**src/rtl/mc_control_unit.sv**
```systemverilog
// mc_control_unit: registered instruction-decode control unit with a
// multiply interlock. One opcode is decoded per accepted cycle; HI/LO
// reads and a second mult are held off while a multiply is outstanding.
module mc_control_unit #(
    parameter int OP_W    = 4,
    parameter int MUL_LAT = 4,
    parameter int CNT_W   = 16
) (
    input  logic             clk,
    input  logic             rst,
    input  logic             in_valid,
    input  logic [OP_W-1:0]  op_code,
    output logic             in_ready,
    output logic             out_valid,
    output logic             alu_b,
    output logic             mul,
    output logic [1:0]       source_wb,
    output logic             r_w,
    output logic             branch,
    output logic             illegal,
    output logic             mul_busy,
    output logic [CNT_W-1:0] stall_count
);

    localparam int MC_W = $clog2(MUL_LAT + 1);

    // Registered state and its next-state values
    logic [MC_W-1:0]  mul_cnt_q,     mul_cnt_d;
    logic             out_valid_q,   out_valid_d;
    logic             alu_b_q,       alu_b_d;
    logic             mul_q,         mul_d;
    logic [1:0]       source_wb_q,   source_wb_d;
    logic             r_w_q,         r_w_d;
    logic             branch_q,      branch_d;
    logic             illegal_q,     illegal_d;
    logic [CNT_W-1:0] stall_count_q, stall_count_d;

    // Decoded controls for the opcode currently presented
    logic [31:0]      op_ext_s;
    logic             dec_alu_b_s;
    logic             dec_mul_s;
    logic [1:0]       dec_source_wb_s;
    logic             dec_r_w_s;
    logic             dec_branch_s;
    logic             dec_illegal_s;
    logic             is_hilo_s;

    // Handshake signals
    logic             mul_busy_s;
    logic             stall_s;
    logic             ready_s;
    logic             accept_s;

    assign mul_busy_s = (mul_cnt_q != {MC_W{1'b0}});

    // Opcode class decode; opcodes above 15 are flagged illegal with no other control
    always_comb begin
        op_ext_s        = 32'(op_code);
        dec_alu_b_s     = 1'b0;
        dec_mul_s       = 1'b0;
        dec_source_wb_s = 2'd0;
        dec_r_w_s       = 1'b0;
        dec_branch_s    = 1'b0;
        dec_illegal_s   = 1'b0;
        if (op_ext_s > 32'd15) begin
            dec_illegal_s = 1'b1;
        end else begin
            case (op_ext_s[3:0])
                4'd0, 4'd1, 4'd3, 4'd4, 4'd5: begin
                    dec_r_w_s = 1'b1;
                end
                4'd2, 4'd6, 4'd7, 4'd8, 4'd9, 4'd10: begin
                    dec_alu_b_s = 1'b1;
                    dec_r_w_s   = 1'b1;
                end
                4'd11, 4'd12: begin
                    dec_branch_s = 1'b1;
                end
                4'd13: begin
                    dec_source_wb_s = 2'd1;
                    dec_r_w_s       = 1'b1;
                end
                4'd14: begin
                    dec_source_wb_s = 2'd2;
                    dec_r_w_s       = 1'b1;
                end
                4'd15: begin
                    dec_mul_s       = 1'b1;
                    dec_source_wb_s = 2'd2;
                end
                default: begin
                    dec_illegal_s = 1'b1;
                end
            endcase
        end
        // ghi, glo and mult all depend on the multiplier being idle
        is_hilo_s = !dec_illegal_s && (op_ext_s[3:0] >= 4'd13);
    end

    // Interlock, accept handshake and next-state computation
    always_comb begin
        stall_s  = in_valid && is_hilo_s && mul_busy_s;
        ready_s  = !rst && !stall_s;
        accept_s = in_valid && ready_s;

        if (accept_s && dec_mul_s) begin
            mul_cnt_d = MC_W'(MUL_LAT);
        end else if (mul_busy_s) begin
            mul_cnt_d = mul_cnt_q - MC_W'(1);
        end else begin
            mul_cnt_d = mul_cnt_q;
        end

        if (in_valid && !ready_s && !rst && (stall_count_q != {CNT_W{1'b1}})) begin
            stall_count_d = stall_count_q + CNT_W'(1);
        end else begin
            stall_count_d = stall_count_q;
        end

        // A cycle without accept becomes a bubble that never writes
        if (accept_s) begin
            out_valid_d = 1'b1;
            alu_b_d     = dec_alu_b_s;
            mul_d       = dec_mul_s;
            source_wb_d = dec_source_wb_s;
            r_w_d       = dec_r_w_s;
            branch_d    = dec_branch_s;
            illegal_d   = dec_illegal_s;
        end else begin
            out_valid_d = 1'b0;
            alu_b_d     = 1'b0;
            mul_d       = 1'b0;
            source_wb_d = 2'd0;
            r_w_d       = 1'b0;
            branch_d    = 1'b0;
            illegal_d   = 1'b0;
        end
    end

    // State register with synchronous reset
    always_ff @(posedge clk) begin
        if (rst) begin
            mul_cnt_q     <= {MC_W{1'b0}};
            out_valid_q   <= 1'b0;
            alu_b_q       <= 1'b0;
            mul_q         <= 1'b0;
            source_wb_q   <= 2'd0;
            r_w_q         <= 1'b0;
            branch_q      <= 1'b0;
            illegal_q     <= 1'b0;
            stall_count_q <= {CNT_W{1'b0}};
        end else begin
            mul_cnt_q     <= mul_cnt_d;
            out_valid_q   <= out_valid_d;
            alu_b_q       <= alu_b_d;
            mul_q         <= mul_d;
            source_wb_q   <= source_wb_d;
            r_w_q         <= r_w_d;
            branch_q      <= branch_d;
            illegal_q     <= illegal_d;
            stall_count_q <= stall_count_d;
        end
    end

    assign in_ready    = ready_s;
    assign out_valid   = out_valid_q;
    assign alu_b       = alu_b_q;
    assign mul         = mul_q;
    assign source_wb   = source_wb_q;
    assign r_w         = r_w_q;
    assign branch      = branch_q;
    assign illegal     = illegal_q;
    assign mul_busy    = mul_busy_s;
    assign stall_count = stall_count_q;

endmodule

```
**config.mk**
```make
export PLATFORM = sky130hd
export DESIGN_NAME = mc_control_unit
export DESIGN_NICKNAME = d
export VERILOG_FILES = /design/src/rtl/mc_control_unit.sv
export SDC_FILE = /design/constraint.sdc
export NUM_CORES = 1
export LEC_CHECK = 0
export CAP_MARGIN = 20
export CORE_UTILIZATION = 46
export DETAILED_ROUTE_END_ITERATION = 16
export PLACE_DENSITY = 0.72
export SYNTH_ARGS = -nofsm -noshare
export SYNTH_HDL_FRONTEND = slang
export SYNTH_SLANG_ARGS = --single-unit
```
**constraint.sdc**
```tcl
create_clock -name clk -period 5.6 [get_ports clk]
set_clock_uncertainty 0.15 [all_clocks]
set_input_delay 1.12 -clock clk [delete_from_list [all_inputs] [get_ports clk]]
set_output_delay 1.12 -clock clk [all_outputs]
set_load 0.03 [all_outputs]
```
==> images/registers.png <==
The bar under the picture is 20 um long. Other sequential cells in the stronger grey, the rest of the logic in the fainter grey.
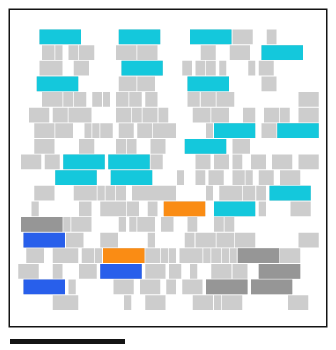
- source_wb: orange (placed flops 2)
- mul_cnt_q: blue (placed flops 3)
- stall_count: cyan (placed flops 16)
- not coloured: 5

==> images/clock_map.png <==
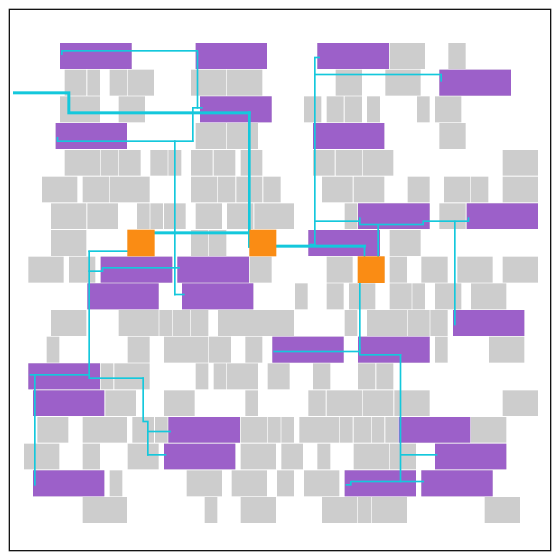
- flip-flops: purple (count 26)
- cells driving clock nets: orange (count 3)
- clock wires: cyan (length 299 um)
- routed clock nets: 4
clock share of power: 19.4%
insertion delay to the later sink of the worst-skew pair: 310 ps
clock distribution power: 77.9 uW

==> images/cell_classes.png <==
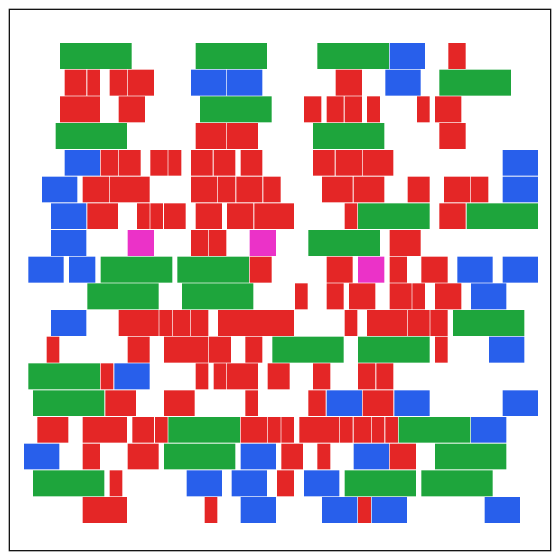
- flip-flops: green (cells 26)
- all other logic: red (cells 110)
- other buffers and delay cells: blue (cells 32)
- cells driving clock nets: magenta (cells 3)
row count: 18
final core area utilization: 62.6%
register fraction of the total cell area: 32.4%
cell area after layout: 1610 um^2
Core Area: 2570 um^2

==> images/drive_strength.png <==
The bar under the picture is 20 um long.
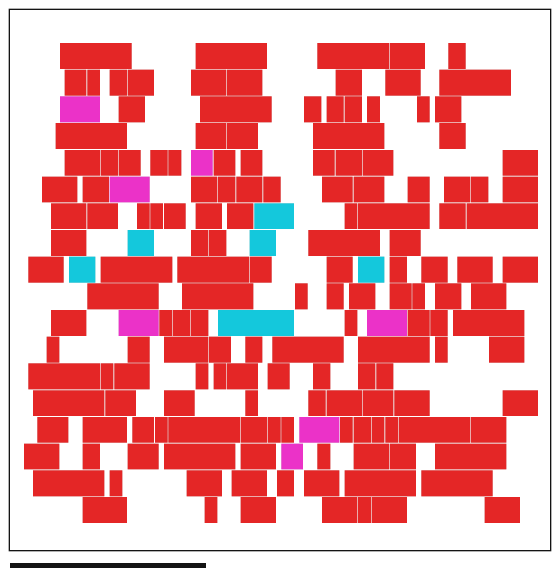
- drive 1 or less: red (cells 158; share 92%)
- drive 2: magenta (cells 7; share 4.1%)
- drive 3 to 4: cyan (cells 6; share 3.5%)

==> images/final_clocks.png <==
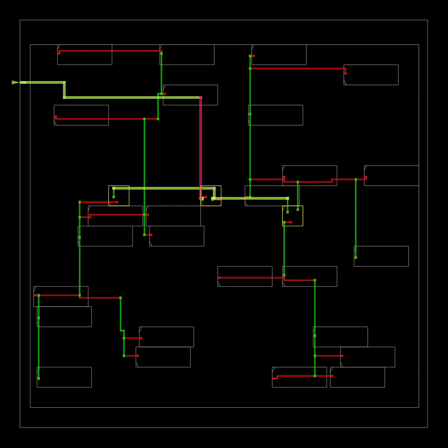
total CTS buffers: 3
number of clock buffers in the layout: 3
count of sequential standard cells: 26
clock sink count: 26

==> notes.md <==
Flow results follow.

Max-slew check failures listed in the final report amount to 0. Per the post-CTS timing run, clock transition at the registers of the reported paths is between 100 and 150 ps. The end of the worst register-to-register path is stall_count[13]. The wire length per cell after detailed routing is 13.6 um. The count of pins on the block boundary is 33. The number of nets handed over by synthesis was 154. For the final routed database, the setup TNS stands at 0 ps. The switching fraction of total power is 32.8%. Summed over all layers, the global routing overflow is 0. Counting flops and latches in the post-synthesis netlist gives 26.

The number of cells in the yosys synthesis report is 144. The number of global-route vias before repair is between 1000 and 1500. The number of port buffers is 31.

The smallest clock period supported by the final layout is computed as 4020 ps. By area the synthesized netlist is led by sky130_fd_sc_hd__dfxtp_1 40%, sky130_fd_sc_hd__o31ai_1 4.6%, sky130_fd_sc_hd__or4_1 4.6%. After clock tree synthesis, the flow added hold-fix buffers numbering 0. In this run the biggest area consumer among cell types represents 40.3% of the synthesized area.

Routability-driven placement finished with a final weighted congestion of a little under 0.8. The flow reports that combinational logic draws 30.1% of the design power. The library cell occupying the most area in the post-synthesis netlist is sky130_fd_sc_hd__dfxtp_1. The flow ran to the end, and the final reports show no timing, DRC or antenna violations.

The heaviest power group is registers. The maximum number of pins on one net before global-route repair is 25. The routed via count divided by cell count is 5.67. The area of the mapped netlist is between 1000 and 1500 um^2. The most prevalent standard cell on the critical path is sky130_fd_sc_hd__clkdlybuf4s50_1. Counting along the longest clock path gives a buffer depth of 2.

The number of routed nets with antenna violations is 0. Once iteration 0 of detailed routing completed, the report listed 9 DRC markers. The final antenna diode tally reported by the flow is 0.

Looking at the reg2reg group, the worst path starts from mul_cnt_q[1]. The reported leakage power is 0.553 nW. The required time of the critical path is approximately 4300 ps. The deepest level of the CTS H-tree is 1. Data on the critical path arrives at its endpoint at 2750 ps. The die extent in x is 55.0 um. The number of synthesis warnings is 0. The core utilization before placement is between 50 and 60%. In the Yosys report, the sequential cells make up 40.3% of the chip area. In this run the vertical extent of the chip is 55.0 um. Across the VDD grid, the largest voltage drop is approximately 0.33 mV. Relative to the synthesized area, the layout overhead comes to 24.4%. The endpoint with the worst hold slack is stall_count[7]. In this run the power spent charging and discharging nets is 132 uW. Counting both buffers and inverters, the worst setup path holds a total of 2. For this run, the chip area from Yosys synthesis comes to 1290 um^2.

The part of the cycle the worst path needs is around 72%. The number of max-capacitance violations reported is 0. Looking at the setup timing report, the critical path kind is in -> out. The number of hold violations in the final report is 0. For this run, the post-layout net count is 183. The power density over cell area is 250 nW/um^2. Per the finish-stage timing summary, setup violations number 0. STA classifies the critical path endpoint as an output port.

A synthesized cell averages about 9.0 um^2. In the log, the iteration count for the first detailed-route pass is 4. The combinational cell power is between 100 and 150 uW. Measured in cells, the most critical reg-to-reg path has a length of 7. Across every metal layer, demand over resource in global routing totals 21.1%.

TritonCTS built the clock tree. The warning total across the stage logs is 27. The area of the die is between 3000 and 4000 um^2. The largest individual stage delay along the critical path comes from the cell sky130_fd_sc_hd__clkdlybuf4s50_1.

Detailed placement finished with a half-perimeter wire length of 1940 um. Yosys mapped the design onto 36 distinct sky130hd cell types. The flow reports that sequential cells draw 50.5% of the design power. Hold is met by 373 ps.

Per the post-synthesis report, the number of cells in the design is around 140. The number of buffers inserted by post-CTS setup repair is 0. The design internal power is 270 uW. Setup repair after global routing left no endpoint under its margin.

The number of antenna violations at the first check in global routing is 0. The start point of the worst min-delay path is stall_count[7]. The total sequential power is about 200 uW. The count of cells along the worst hold path is 2. The maximum fanout encountered on the critical timing path is 5.

The type of the worst min-delay path is reg -> reg. The maximum cell stage delay along the critical path is 600 ps. In this run, post-CTS repair resized a total of 0 instances.

The critical path goes through clkdlybuf4s50_1, nand2_1, nor3_1, a21oi_1, clkdlybuf4s50_1. The total length of routed wires is 2740 um. STA classifies the critical path startpoint as an input pin. Per the CTS log, the root buffer master is sky130_fd_sc_hd__clkbuf_4.

Of the cells placed in the final design, the portion with a size suffix greater than 1 is 7.60%. The first global-routing pass estimated about 4500 um of wire. The routed layout has 1139 vias. The worst register-to-register path has a setup slack of 3200 ps. The total DRC errors in the routed layout is 0.

For this run, the top clock speed supported by timing is between 200 and 250 MHz. The kind of cell with the highest combined delay along the critical path is buffers and inverters.
cells in the mapped netlist, drive strengths merged:
cell,count
a2111oi,1
a21boi,1
a21oi,11
and2b,1
and3,3
and4,5
and4b,1
buf,8
conb,1
dfxtp,26
ha,3
inv,6
mux2,4
nand2,11
nand3,7
nand4,3
nand4b,1
nor2,9
nor2b,4
nor3,3
nor3b,1
nor4,3
o21ai,4
o311ai,2
o31ai,8
o32ai,1
o41ai,2
or2,2
or3,2
or4,8
xnor2,2
cell type report:
class,count,area (um^2)
multi-input combinational,104,687
fill,248,960
timing repair buffer,32,318
inverter,6,22.5
clock buffer,3,22.5
tap,30,37.5
sequential,26,520
metal layers:
metal	track usage (%)	up-vias	part of all wire (%)
met5	0	-	0
met4	2.50	0	0.47
met3	6.56	2	3.9
met2	36.9	22	48
met1	26.0	518	48
li1	-	597	-
worst max-delay path by stage:
stage,from,endpoint,slack (ps),depth (start not counted)
finish,op_code[3],in_ready,1580,5
global route,op_code[1],in_ready,1490,5
CTS,op_code[3],in_ready,1600,5
detailed placement,op_code[3],in_ready,1600,5
global placement,op_code[1],in_ready,1670,5
floorplan,rst,in_ready,2370,3
stage by stage:
| step | worst slack [ps] | power (mW) | util [%] | instance area, um^2 | cells |
|---|---|---|---|---|---|
| 2_1_floorplan | 2370 | 0.290 | - | 1290 | 144 |
| 6_report | 1580 | 0.402 | 62.6 | 1610 | 201 |
| 3_5_place_dp | 1600 | 0.328 | 61.7 | 1590 | 198 |
| 3_3_place_gp | 1670 | 0.323 | 61.7 | 1590 | 198 |
| 5_1_grt | 1490 | 0.426 | 62.6 | 1610 | 201 |
| 4_1_cts | 1600 | 0.406 | 62.6 | 1610 | 201 |
state kept, by name, indices dropped and copies added, names as in the netlist:
signal / flops
alu_b: 1
branch: 1
mul: 1
mul_cnt_q: 3
out_valid: 1
r_w: 1
source_wb: 2
stall_count: 16
kinds of logic (layout without fill, tap and decap cells):
logic type | count (synthesis) | count (layout) | synth area share [%]
AND/OR/NAND/NOR | 64 | 64 | 30.0
AND-OR/OR-AND | 30 | 30 | 15.1
flip-flops | 26 | 26 | 40.3
buffers and inverters | 14 | 41 | 6.58
multiplexers | 4 | 4 | 3.48
adder cells (fa/ha/maj) | 3 | 3 | 2.90
XOR/XNOR | 2 | 2 | 1.36
other | 1 | 1 | 0.290
tightest hold or removal path, delay by kind of cell, from the launching register on:
kind            cells  cell delay (ps)
flops               1              360
compound gates      2              130
placed cells by master, fill, tap and decap left out, drive strengths merged:
cell	Yosys	layout
nand2	11	11
inv	6	6
nor3b	1	1
conb	1	1
or3	2	2
and3	3	3
o31ai	8	8
o32ai	1	1
xnor2	2	2
or2	2	2
buf	8	1
and2b	1	1
clkdlybuf4s50	0	31
nor2	9	9
mux2	4	4
and4b	1	1
nand3	7	7
a2111oi	1	1
nor4	3	3
o311ai	2	2
or4	8	8
a21boi	1	1
o41ai	2	2
dfxtp	26	26
nand4	3	3
clkbuf	0	3
ha	3	3
o21ai	4	4
a21oi	11	11
nand4b	1	1
and4	5	5
nor2b	4	4
nor3	3	3
Power figures rest on the tool's default switching activity, not on a simulated workload.
